## src/rtl/gl_decode.sv

```systemverilog
// gl_decode: decode stage between gl_fetch and the transform stage.
//
// Takes one command word (opcode in [7:0]) plus the operand base address from
// fetch, burst-reads the opcode's operand words from the command BRAM, packs
// them into one wide bundle and offers it downstream with valid/ready.
//
// Ports:
//   clk, reset   clock (rising edge) and asynchronous active-high reset
//   in_inst      command word from fetch
//   in_base      address of first operand word
//   in_valid     command qualifier, sampled only while stall is low
//   stall        back-pressure to fetch (busy reading or bundle not yet taken)
//   bram_addr    registered operand read address
//   bram_en      registered read enable
//   bram_rdata   read data, one cycle after the address is presented
//   out_inst     command word of the current bundle
//   out_count    number of valid operand words in out_data
//   out_data     operand words, word i at [WIDTH*i +: WIDTH], unused slots zero
//   out_valid    bundle valid, held until out_ready
//   out_ready    downstream accept
module gl_decode #(
  parameter int unsigned WIDTH      = 32,
  parameter int unsigned ADDR_WIDTH = 32,
  parameter int unsigned MAX_WORDS  = 16
) (
  input  logic                          clk,
  input  logic                          reset,
  input  logic [WIDTH-1:0]              in_inst,
  input  logic [ADDR_WIDTH-1:0]         in_base,
  input  logic                          in_valid,
  output logic                          stall,
  output logic [ADDR_WIDTH-1:0]         bram_addr,
  output logic                          bram_en,
  input  logic [WIDTH-1:0]              bram_rdata,
  output logic [WIDTH-1:0]              out_inst,
  output logic [$clog2(MAX_WORDS):0]    out_count,
  output logic [WIDTH*MAX_WORDS-1:0]    out_data,
  output logic                          out_valid,
  input  logic                          out_ready
);

  localparam int unsigned CntW = $clog2(MAX_WORDS) + 1;

  typedef enum logic [1:0] {
    StIdle,
    StRead,
    StEmit
  } state_e;

  state_e                      state_q, state_d;
  logic [ADDR_WIDTH-1:0]       bram_addr_q, bram_addr_d;
  logic                        bram_en_q, bram_en_d;
  // High in the cycle where bram_rdata holds a requested operand word.
  logic                        rd_valid_q, rd_valid_d;
  logic [WIDTH-1:0]            out_inst_q, out_inst_d;
  logic [CntW-1:0]             out_count_q, out_count_d;
  logic [WIDTH*MAX_WORDS-1:0]  out_data_q, out_data_d;
  logic                        out_valid_q, out_valid_d;
  // Addresses issued so far, and next slot to capture.
  logic [CntW-1:0]             issue_q, issue_d;
  logic [CntW-1:0]             cap_q, cap_d;

  logic [7:0]                  opcode;
  logic [CntW-1:0]             in_words;
  logic                        dropped;
  logic                        accept;

  function automatic logic [CntW-1:0] opcode_words(input logic [7:0] op);
    case (op)
      8'h03, 8'h04: return CntW'(3);
      8'h11, 8'h13: return CntW'(16);
      8'h19:        return CntW'(4);
      default:      return '0;
    endcase
  endfunction

  assign opcode   = in_inst[7:0];
  assign in_words = opcode_words(opcode);
  assign dropped  = (opcode == 8'h00) || (opcode == 8'h06);

  // Stall drops in the cycle the bundle is taken, so fetch can hand over the
  // next command on the transfer edge.
  assign stall  = (state_q == StRead) || ((state_q == StEmit) && !out_ready);
  assign accept = in_valid && !stall;

  always_comb begin
    state_d     = state_q;
    bram_addr_d = bram_addr_q;
    bram_en_d   = bram_en_q;
    rd_valid_d  = bram_en_q;
    out_inst_d  = out_inst_q;
    out_count_d = out_count_q;
    out_data_d  = out_data_q;
    out_valid_d = out_valid_q;
    issue_d     = issue_q;
    cap_d       = cap_q;

    case (state_q)
      StRead: begin
        if (bram_en_q) begin
          if (issue_q < out_count_q) begin
            bram_addr_d = bram_addr_q + ADDR_WIDTH'(1);
            issue_d     = issue_q + CntW'(1);
          end else begin
            bram_en_d = 1'b0;
          end
        end
        if (rd_valid_q) begin
          out_data_d[WIDTH*cap_q +: WIDTH] = bram_rdata;
          cap_d = cap_q + CntW'(1);
          // Last word lands on the same edge that raises out_valid.
          if (cap_q == out_count_q - CntW'(1)) begin
            state_d     = StEmit;
            out_valid_d = 1'b1;
          end
        end
      end
      StEmit: begin
        if (out_ready) begin
          state_d     = StIdle;
          out_valid_d = 1'b0;
        end
      end
      default: ;
    endcase

    // A new command may arrive on the transfer edge and overrides the above.
    if (accept && !dropped) begin
      out_inst_d  = in_inst;
      out_count_d = in_words;
      out_data_d  = '0;
      cap_d       = '0;
      if (in_words != '0) begin
        state_d     = StRead;
        bram_addr_d = in_base;
        bram_en_d   = 1'b1;
        issue_d     = CntW'(1);
        out_valid_d = 1'b0;
      end else begin
        state_d     = StEmit;
        issue_d     = '0;
        out_valid_d = 1'b1;
      end
    end
  end

  always_ff @(posedge clk or posedge reset) begin
    if (reset) begin
      state_q     <= StIdle;
      bram_addr_q <= '0;
      bram_en_q   <= 1'b0;
      rd_valid_q  <= 1'b0;
      out_inst_q  <= '0;
      out_count_q <= '0;
      out_data_q  <= '0;
      out_valid_q <= 1'b0;
      issue_q     <= '0;
      cap_q       <= '0;
    end else begin
      state_q     <= state_d;
      bram_addr_q <= bram_addr_d;
      bram_en_q   <= bram_en_d;
      rd_valid_q  <= rd_valid_d;
      out_inst_q  <= out_inst_d;
      out_count_q <= out_count_d;
      out_data_q  <= out_data_d;
      out_valid_q <= out_valid_d;
      issue_q     <= issue_d;
      cap_q       <= cap_d;
    end
  end

  assign bram_addr = bram_addr_q;
  assign bram_en   = bram_en_q;
  assign out_inst  = out_inst_q;
  assign out_count = out_count_q;
  assign out_data  = out_data_q;
  assign out_valid = out_valid_q;

endmodule

```

## config.mk

```make
export PLATFORM = sky130hd
export DESIGN_NAME = gl_decode
export DESIGN_NICKNAME = d
export VERILOG_FILES = /design/src/rtl/gl_decode.sv
export SDC_FILE = /design/constraint.sdc
export NUM_CORES = 1
export LEC_CHECK = 0
export ABC_AREA = 1
export CORE_AREA = 10 10 258 260
export CTS_CLUSTER_DIAMETER = 40
export DETAILED_ROUTE_END_ITERATION = 6
export DIE_AREA = 0 0 268 270
export GPL_TIMING_DRIVEN = 0
export PLACE_DENSITY_LB_ADDON = 0.1
export SETUP_SLACK_MARGIN = 0.5
export SYNTH_ARGS = -nofsm -noshare
export SYNTH_HDL_FRONTEND = slang
export SYNTH_SLANG_ARGS = --single-unit
```

## constraint.sdc

```tcl
create_clock -name clk -period 24.6 [get_ports clk]
set_clock_uncertainty 0.1 [all_clocks]
set_input_delay 2.46 -clock clk [delete_from_list [all_inputs] [get_ports clk]]
set_output_delay 2.46 -clock clk [all_outputs]
set_load 0.02 [all_outputs]
```

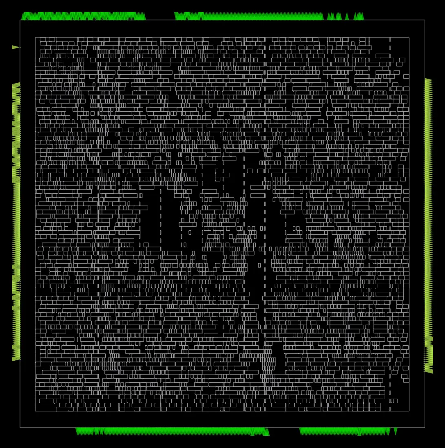
Fig. 1. Placed standard cells (run 1).
seq_cells: 593
std cell rows: 91
core occupancy in the finished layout: 59.99%
sequential fraction of total cell area: 40.38%
final standard cell count with taps included and fillers excluded: 4577

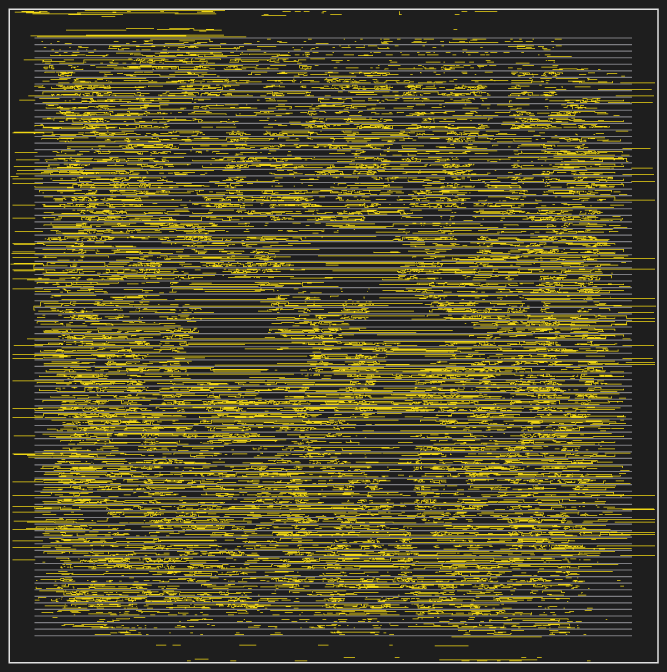
Fig. 2. Metal 1 (run 1).
Supply wires on this layer in grey.
- longest straight run: 86.5 um
- share of all routed wire: 37%
- main direction: horizontal
- nets with wire on the layer: 3511

==> summary.log, run 1 <==
qor: pwr.p_int 1.806 mW
qor: pwr.vdd.ir_drop.worst 0.05297 mV
qor: yosys.syn_avg_cell_area 8.756 um2
qor: setup_path.worst-path-max-fanout 2
qor: global_routing.grt-ovfl-total 0
qor: global_routing.grt_pass1_vias 25740
qor: yosys.synth-seq-area-share 57.76%
qor: drt.drt_wl_total 118.0 mm
qor: timing.fmax 0.1552 GHz
qor: yosys.mux_share 0.03896%
qor: die.ios 684
qor: finish.nets 3824
qor: yosys.synth_adder_area_share 0.5844%
qor: yosys.ys_cells 2934
qor: clocking.cts_resized 0
qor: yosys.synthesis.instances 2934
qor: pwr.power.density 63.81 nW/um2
qor: timing.grt_setup_unrepaired no
qor: setup_path.worst-endpoint-required 22040 ps
qor: placement.numPlacedInstances 4411
qor: die.chip_area 72360 um2
qor: timing.setup_viol_count_final 0
qor: placement.post_dp_cell_area 33650 um2
qor: setup_path.timing.setup.critical_path_class primary input to output port
qor: yosys.summed_instance_area_of_the_synthesized_netlist 25690 um2
qor: yosys.numSynthFlops 593
qor: outcome.outcome completed
qor: placement.routability_cong 0.9860
qor: clocking.ctsLongestPathBuffers 3
qor: clocking.cts_tree done
qor: drt.antenna_left 0
qor: pwr.power.switching 539.2 uW
qor: yosys.post_synth_most_frequent_cells dfrtp_1, nand3_1, nand2_1
qor: yosys.syn_nets 3046
qor: finish.area_growth_syn_to_layout 43.04%
qor: clocking.root_buffer clkbuf_16
qor: setup_path.crit_path_arrival_time 3880 ps
qor: drt.route.detailed.wl_per_inst 25.79 um
qor: drt.dr_total_vias 25750
qor: die.initial_core_util 41.94%
qor: yosys.asyncSetResetFlopFracSynth 100.0%
qor: finish.post_route_cells_drive_above_1_share 6.473%
qor: global_routing.wire_length_of_the_first_global_routing_pass 170.6 mm
qor: setup_path.cpLargestDelayFamily buffers and inverters
qor: yosys.ys.flop_type dfrtp_1
qor: yosys.synth.logic.top_family simple AND/OR/NAND/NOR gates
qor: timing.timing.hold.ws 333.9 ps
qor: job.max-cap-violations 0
qor: yosys.xor_xnor_portion_of_the_synthesized_cell_area 0.6136%
qor: yosys.main_area_contributors dfrtp_1, nand3_1, nand2_1
qor: pwr.total_power_of_the_final_layout 2.345 mW
qor: timing.finalCriticalPeriod 6443 ps
qor: yosys.ys_types 36
qor: die.die-height 270 um
qor: setup_path.cell_by_cell_listing_of_the_critical_path clkdlybuf4s50_1, or2_1, nand2_1, clkdlybuf4s50_1
qor: min_path.hold_path.class flop to flop
qor: clocking.postCtsSetupRepairBufs 0
qor: timing.finalHoldViolations 0
qor: setup_path.cpMaxStageDelayCell clkdlybuf4s50_1
qor: timing.slew_viol_final 0
qor: setup_path.timing.critical_path.buf_inv 2
qor: global_routing.pin_count_of_the_biggest_net_entering_global_routing 136
qor: yosys.netlist.top_cell.by_area dfrtp_1
qor: yosys.synth_chip_area 25690 um2
qor: placement.dpl_worst_slack 18190 ps
qor: clocking.clock-sinks 593
qor: timing.final.period_utilization 26.19%
qor: job.openroad_warning_count 35
qor: placement.dp_hpwl 91.44 mm
qor: yosys.edf_count 0
qor: clocking.clkSlewWorstSetupHoldPaths 50 ps
qor: timing.worst_pin_slew 1334 ps
qor: clocking.cts-htree-levels 3
qor: yosys.ys_sh_aoi 10.10%
qor: setup_path.crit_path_max_incr_delay 680 ps
qor: drt.drt_pass1_iterations 6
qor: clocking.clock_insertion_delay_worst_skew 630 ps
qor: yosys.synthDominantCellAreaShare 57.76%
qor: finish.layout.filler_cells 5382
qor: yosys.most_common_cell_in_the_netlist dfrtp_1
qor: placement.port_buffers 682
qor: pwr.power_leakage 16.33 nW
qor: timing.fin_setup_tns 0 ps
qor: pwr.power.sequential.fraction 41.6%
qor: yosys.synth-simple-area-share 23.68%
qor: global_routing.grt.total_usage 31.57%
qor: timing.max-slew-margin-rel 11.05%
qor: drt.drt_iter0_drc 2413
qor: pwr.swShare 23.00%
qor: setup_path.setup.worst_path.end_class output port
qor: global_routing.grt_antenna_before_repair 4
qor: drt.route.detailed.drc 0
qor: die.dieWidth 268 um
qor: yosys.yosysWarningCount 0
qor: clocking.cts_hold_buf 0
qor: setup_path.critPathLaunchType primary input
qor: drt.routed_via_density 5.627
qor: timing.fin_ws 18160 ps
qor: setup_path.worst_path_most_repeated_cell clkdlybuf4s50_1
qor: pwr.clock_power_share 55.7%
qor: clocking.cts_buffer_count 89
qor: pwr.pwr-share-comb 2.6%
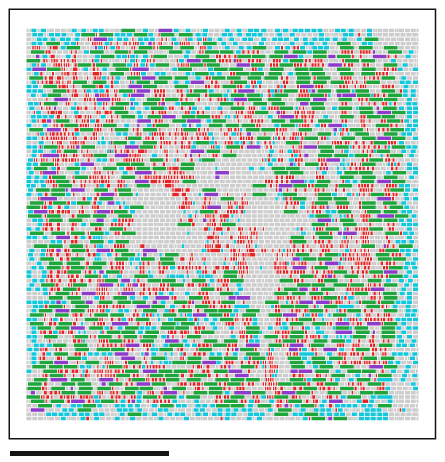
Fig. 3. Cell classes on the final placement (run 1).
The bar under the picture is 100 um long. Fill, decap, tap and diode cells in grey.
- combinational and other logic: red (cells 2113; share of their area 28%)
- clock drivers and dummy loads: purple (cells 164; share of their area 8.7%)
- sequential cells: green (cells 593; share of their area 42%)
- remaining buffers and delay cells: cyan (cells 915; share of their area 22%)
post-route standard cell area excluding fillers: 36750 um2
core box area: 61260 um2

run 1: sequential cells by signal, indices dropped and copies added, names as in the netlist:
register and count:
bram_addr 32, bram_en 1, out_count 3, cap_q 5, out_inst 32, rd_valid_q 1, issue_q 5, state_q 2
out_data 512
run 1: cells in the final DEF (no fill, tap or decap), types with 4 or more instances in the layout:
cell type	count
dfrtp_1	593
nand2_2	4
o21ai_1	41
nand3_1	576
inv_1	227
nor3_1	41
clkbuf_16	91
clkinvlp_4	16
bufinv_16	10
buf_16	5
o22ai_1	129
buf_2	50
clkbuf_1	137
buf_4	8
ha_1	12
inv_2	5
inv_6	10
xnor2_1	5
clkinv_8	4
o21ai_0	283
clkinv_2	13
clkbuf_8	7
clkdlybuf4s50_1	682
clkinv_4	5
nand4_1	43
xor2_1	13
a21oi_1	23
o21ai_2	4
nand2_1	551
nor2_1	132
buf_1	37
run 1: worst reg2reg max path, delay by kind of cell (launching register included):
kind | cells | cell delay, ps
buffers and inverters | 5 | 2170
AOI/OAI and AO/OA | 1 | 130
adders and majority gates | 1 | 140
DFF | 1 | 380
and+or+nand+nor | 5 | 740
run 1: kinds of logic after synthesis:
family	after synthesis
buf+inv	463
xor+xnor	18
mux	1
fa+ha+maj	12
other cells	1
compound gates	482
flops	593
simple gates	1364
run 1: routing by layer:
metal	track usage (%)	vias up	share of wire, %
met5	0	-	0.010
met4	16.12	2	5.3
met3	9.048	266	9.6
met2	52.35	1291	48
met1	36.68	12760	37
li1	-	11440	-
run 1: power groups by stage:
stage,sequential (mW),clock [mW],combinational [mW]
floorplan,0.994,0,0.0197
global placement,0.995,0,0.0576
detailed placement,0.993,0,0.0615
finish,0.976,1.31,0.0620
CTS,0.976,1.32,0.0616
global route,0.976,1.36,0.0654
run 1: cell type report:
class	instances	area, um2	area share (%)
timing repair buffer	687	6964	18.95
clock buffer	105	2400	6.530
tap	790	988.4	2.690
buffer	228	970.9	2.642
sequential	593	14840	40.38
clock inverter	59	693.2	1.886
multi-input combinational	1878	8999	24.49
antenna	2	5.005	0.01362
inverter	235	889.6	2.421
run 1: final timing paths:
path	from	end	slack (ps)	depth (start not counted)
worst max register to register	state_q[0]	out_data[323]	20840	12
max in group asynchronous	reset	bram_addr[23]	20260	5
worst min-delay path	bram_en	rd_valid_q	330	0
min in group asynchronous	reset	out_data[47]	2200	2
worst max-delay path	out_ready	stall	18160	4
worst min register to register	bram_en	rd_valid_q	330	0
Fig. 4: run 1, wiring heat map
The die is cut into 27 by 27 equal tiles; black is low, pale yellow is high, scaled to the fullest tile. Values are wire area over tile area, all layers added.
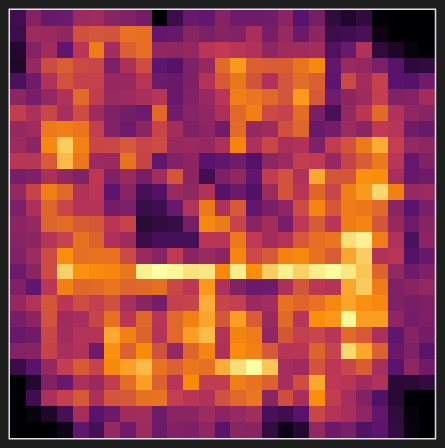

==> run 2, diff against run 1 <==
==> constraint.sdc (replaced) <==
create_clock -name clk -period 6.1 [get_ports clk]
set_clock_uncertainty 0.1 [all_clocks]
set_input_delay 0.61 -clock clk [delete_from_list [all_inputs] [get_ports clk]]
set_output_delay 0.61 -clock clk [all_outputs]
set_load 0.02 [all_outputs]
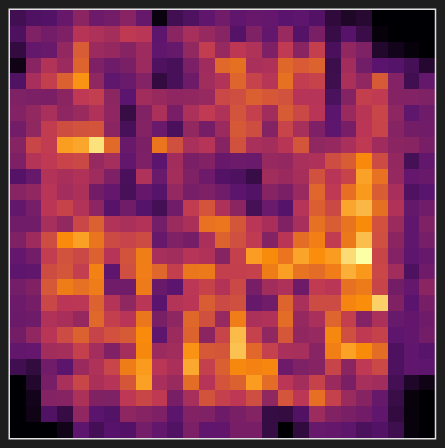
Fig. 5. Wiring heat map (run 2).
The die is cut into 27 by 27 equal tiles; black is low, pale yellow is high, scaled to the fullest tile. Values are wire area over tile area, all layers added.
- nearly empty tiles: 2.7%
- densest ninth of the die: right middle
- fullest tile: 0.67

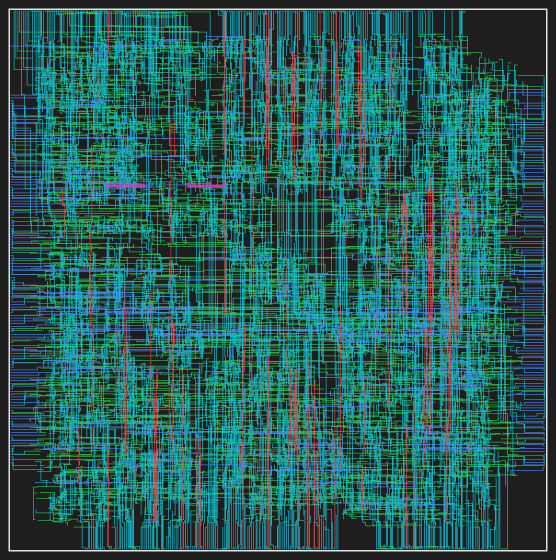
Fig. 6. Wiring by layer (run 2).
- metal 4: red (wire length 6490 um)
- metal 5: magenta (wire length 35.9 um)
- metal 3: blue (wire length 10800 um)
- metal 2: cyan (wire length 57.0 mm)
- metal 1: green (wire length 45.1 mm)
overall routed net length: 119.4 mm
Overall Global Routing Usage: 31.89%
vias after detailed routing: 26020

==> summary.log, run 2 <==
qor: finish.area_growth_syn_to_layout 43.79% [was 43.04%]
qor: min_path.hold_path.class flop to flop [unchanged]
qor: timing.max-slew-margin-rel 12.92% [was 11.05%]
qor: yosys.ys_types 36 [unchanged]
qor: setup_path.reg2reg_to out_data[253] [was out_data[323]]
qor: finish.largest_register_ff_count 512 [unchanged]
qor: clocking.cts_buffer_count 90 [was 89]
qor: setup_path.crit_path_arrival_time 4250 ps [was 3880 ps]
qor: placement.dp_hpwl 93.29 mm [was 91.44 mm]
qor: global_routing.grt_antenna_before_repair 5 [was 4]
qor: yosys.synth_adder_area_share 0.5844% [unchanged]
qor: die.ios 684 [unchanged]
qor: job.openroad_warning_count 30 [was 35]
qor: die.placeableCoreArea 61260 um2 [unchanged]
qor: yosys.synth_chip_area 25690 um2 [unchanged]
qor: setup_path.critPathLaunchType flop [was primary input]
qor: timing.finalHoldViolations 0 [unchanged]
qor: yosys.synth-seq-area-share 57.76% [unchanged]
qor: die.die-height 270 um [unchanged]
qor: drt.route.detailed.wl_per_inst 26.00 um [was 25.79 um]
qor: pwr.power.density 257.1 nW/um2 [was 63.81 nW/um2]
qor: yosys.summed_instance_area_of_the_synthesized_netlist 25690 um2 [unchanged]
qor: yosys.ys_cells 2934 [unchanged]
qor: yosys.synthDominantCellAreaShare 57.76% [unchanged]
qor: yosys.synthesis.instances 2934 [unchanged]
qor: yosys.syn_nets 3046 [unchanged]
qor: clocking.ctsLongestPathBuffers 3 [unchanged]
qor: yosys.edf_count 0 [unchanged]
qor: timing.final.period_utilization 62.64%
qor: drt.route.detailed.drc 0 [unchanged]
qor: yosys.mux_share 0.03896% [unchanged]
qor: timing.setup_viol_count_final 0 [unchanged]
qor: pwr.vdd.ir_drop.worst 0.2227 mV [was 0.05297 mV]
qor: yosys.netlist.top_cell.by_area dfrtp_1 [unchanged]
qor: global_routing.globalRouteMet1Util 38.31% [was 36.68%]
qor: timing.fmax 0.2617 GHz
qor: finish.layout_top_cells_excl_fill_tap clkdlybuf4s50_1, dfrtp_1, nand3_1 [unchanged]
qor: placement.port_buffers 682 [unchanged]
qor: global_routing.grt_pass1_vias 26030 [was 25740]
qor: yosys.synth.logic.top_family simple AND/OR/NAND/NOR gates [unchanged]
qor: setup_path.worst_r2r_startpoint state_q[0] [unchanged]
qor: clocking.cts-htree-levels 3 [unchanged]
qor: clocking.cts_resized 0 [unchanged]
qor: yosys.ys.flop_type dfrtp_1 [unchanged]
qor: global_routing.wire_length_of_the_first_global_routing_pass 172.5 mm [was 170.6 mm]
qor: setup_path.timing.setup.critical_path_class flop to flop [was primary input to output port]
qor: clocking.cts_hold_buf 0 [unchanged]
qor: finish.core_occupancy_in_the_finished_layout 60.31% [was 59.99%]
qor: yosys.asyncSetResetFlopFracSynth 100.0% [unchanged]
qor: clocking.postCtsSetupRepairBufs 0 [unchanged]
qor: yosys.ys_sh_aoi 10.10% [unchanged]
qor: setup_path.worst-endpoint-required 6530 ps [was 22040 ps]
qor: yosys.synth-simple-area-share 23.68% [unchanged]
qor: global_routing.pin_count_of_the_biggest_net_entering_global_routing 46 [was 136]
qor: pwr.power_leakage 16.42 nW [was 16.33 nW]
qor: timing.slew_viol_final 0 [unchanged]
qor: clocking.cts_tree done [unchanged]
qor: global_routing.global_route.usage.met2 52.33% [was 52.35%]
qor: drt.antenna_left 0 [unchanged]
qor: pwr.total_power_of_the_final_layout 9.498 mW [was 2.345 mW]
qor: yosys.yosysWarningCount 0 [unchanged]
qor: timing.grt_setup_unrepaired no [unchanged]
qor: yosys.numSynthFlops 593 [unchanged]
qor: finish.nets 3835 [was 3824]
qor: job.max-cap-violations 0 [unchanged]
qor: outcome.outcome completed [unchanged]
qor: global_routing.grtUsageMet3 8.138% [was 9.048%]
qor: finish.layout.filler_cells 5376 [was 5382]
qor: setup_path.cp-startpoint state_q[0] [was out_ready]
qor: placement.routability_cong 0.9770 [was 0.9860]
qor: timing.finalCriticalPeriod 3821 ps
qor: setup_path.rrSetupSlack 2280 ps [was 20840 ps]
qor: global_routing.grt-ovfl-total 0 [unchanged]
qor: global_routing.global_route.peak_usage_layer met2 [unchanged]
qor: clocking.root_buffer clkbuf_16 [unchanged]
qor: yosys.post_synth_most_frequent_cells dfrtp_1, nand3_1, nand2_1 [unchanged]
qor: setup_path.setup.worst_path.end_class flop [was output port]
qor: die.initial_core_util 41.94% [unchanged]
qor: setup_path.worst-path-max-fanout 10 [was 2]
qor: clocking.clkSlewWorstSetupHoldPaths 60 ps [was 50 ps]
qor: clocking.clock_insertion_delay_worst_skew 630 ps [about the same]
qor: yosys.main_area_contributors dfrtp_1, nand3_1, nand2_1 [unchanged]
qor: drt.drt_pass1_iterations 7 [was 6]
qor: finish.post_route_cells_drive_above_1_share 6.789% [was 6.473%]
qor: finish.lay_top_count clkdlybuf4s50_1 [unchanged]
qor: drt.drt_iter0_drc 2539 [was 2413]
qor: clocking.clock-sinks 593 [unchanged]
qor: setup_path.worst_setup_path_endpoint out_data[253] [was stall]
qor: die.rows 91 [unchanged]
qor: timing.worst_pin_slew 1306 ps [was 1334 ps]
qor: yosys.most_common_cell_in_the_netlist dfrtp_1 [unchanged]
qor: yosys.syn_avg_cell_area 8.756 um2 [unchanged]
qor: die.chip_area 72360 um2 [unchanged]
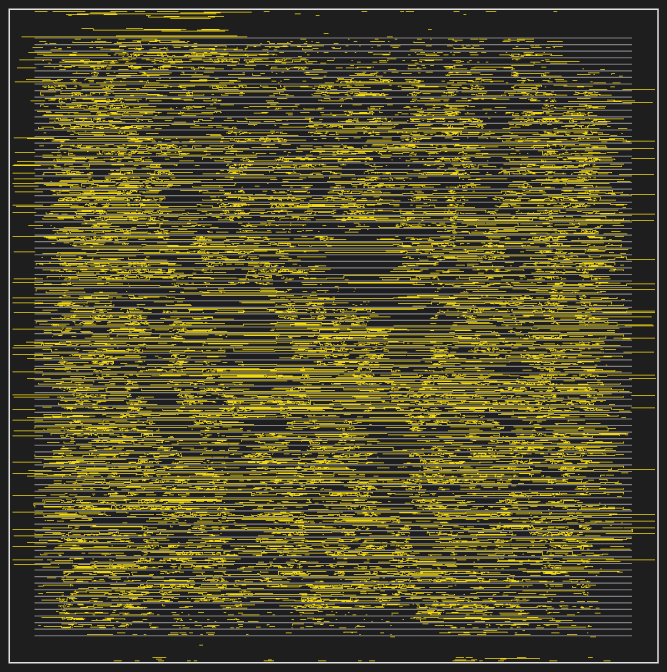
Fig. 7. Metal 1 (run 2).
Supply wires on this layer in grey.
- main direction: horizontal
- nets with wire on the layer: 3531
- wire length on this layer: 45.1 mm
- share of all routed wire: 38%

## run 2: cell families (layout without fill, tap and decap cells)
family / count (synthesis) / in the layout
AND/OR/NAND/NOR: 1364 / 1364
flip-flops: 593 / 593
AND-OR/OR-AND: 482 / 482
buffers and inverters: 463 / 1329
XOR/XNOR: 18 / 18
adder cells (fa/ha/maj): 12 / 12
other: 1 / 4
multiplexers: 1 / 1
## run 2: per-layer routing
layer	wire [um]	up-vias	part of all wire, %
met5	35	-	0.029
met4	6488	4	5.4
met3	10820	267	9.1
met2	57000	1311	48
met1	45050	12990	38
li1	-	11450	-
## run 2: layout make-up
cell class                      count  area (um2)  area share (%)
Clock buffer                      111        2474           6.696
Clock inverter                     58       650.6           1.761
Timing Repair Buffer              697        7127           19.29
Multi-Input combinational cell   1878        8999           24.36
Buffer                            228       970.9           2.628
Inverter                          235       885.9           2.398
Antenna cell                        3       7.507         0.02032
Sequential cell                   593       14840           40.17
Tap cell                          790       988.4           2.676
## run 2: critical path, cell delays in order (launching register included)
cell	delay (ps)
dfrtp_1	380
inv_1	80
ha_1	140
inv_1	50
or2_1	210
nand2_1	160
nor2_1	90
nand2_1	190
buf_4	250
clkbuf_1	980
clkbuf_1	770
nand3_1	180
o21ai_0	130
## run 2: how the worst min path moves through the flow
stage	start	endpoint	slack, ps	cells after the start
final	bram_en	rd_valid_q	330	0
after global routing	bram_en	rd_valid_q	350	0
after CTS	bram_en	rd_valid_q	330	0
after detailed placement	bram_en	rd_valid_q	320	0
after global placement	bram_en	rd_valid_q	310	0
after floorplan	issue_q[3]	issue_q[3]	400	1
## run 2: through the flow
step | std cells | setup TNS, ps | setup WS (ps) | instance area (um2) | hold slack (ps)
2_1_floorplan | 2934 | -1598320 | -2695 | 25690 | 395.6
3_3_place_gp | 4406 | -3597010 | -6140 | 33510 | 309.5
3_5_place_dp | 4421 | 0 | 1937 | 33810 | 320.2
4_1_cts | 4590 | 0 | 2359 | 36930 | 328.2
5_1_grt | 4592 | 0 | 2221 | 36940 | 352.9
6_report | 4593 | 0 | 2279 | 36940 | 333.9
## run 2: power breakdown
group | switching [mW] | total (mW) | internal (mW)
combinational | 0.177 | 0.261 | 0.0838
sequential | 0 | 3.94 | 3.94
clock | 2.03 | 5.30 | 3.27
No activity file was given, so power comes from the tool's default toggle rates.
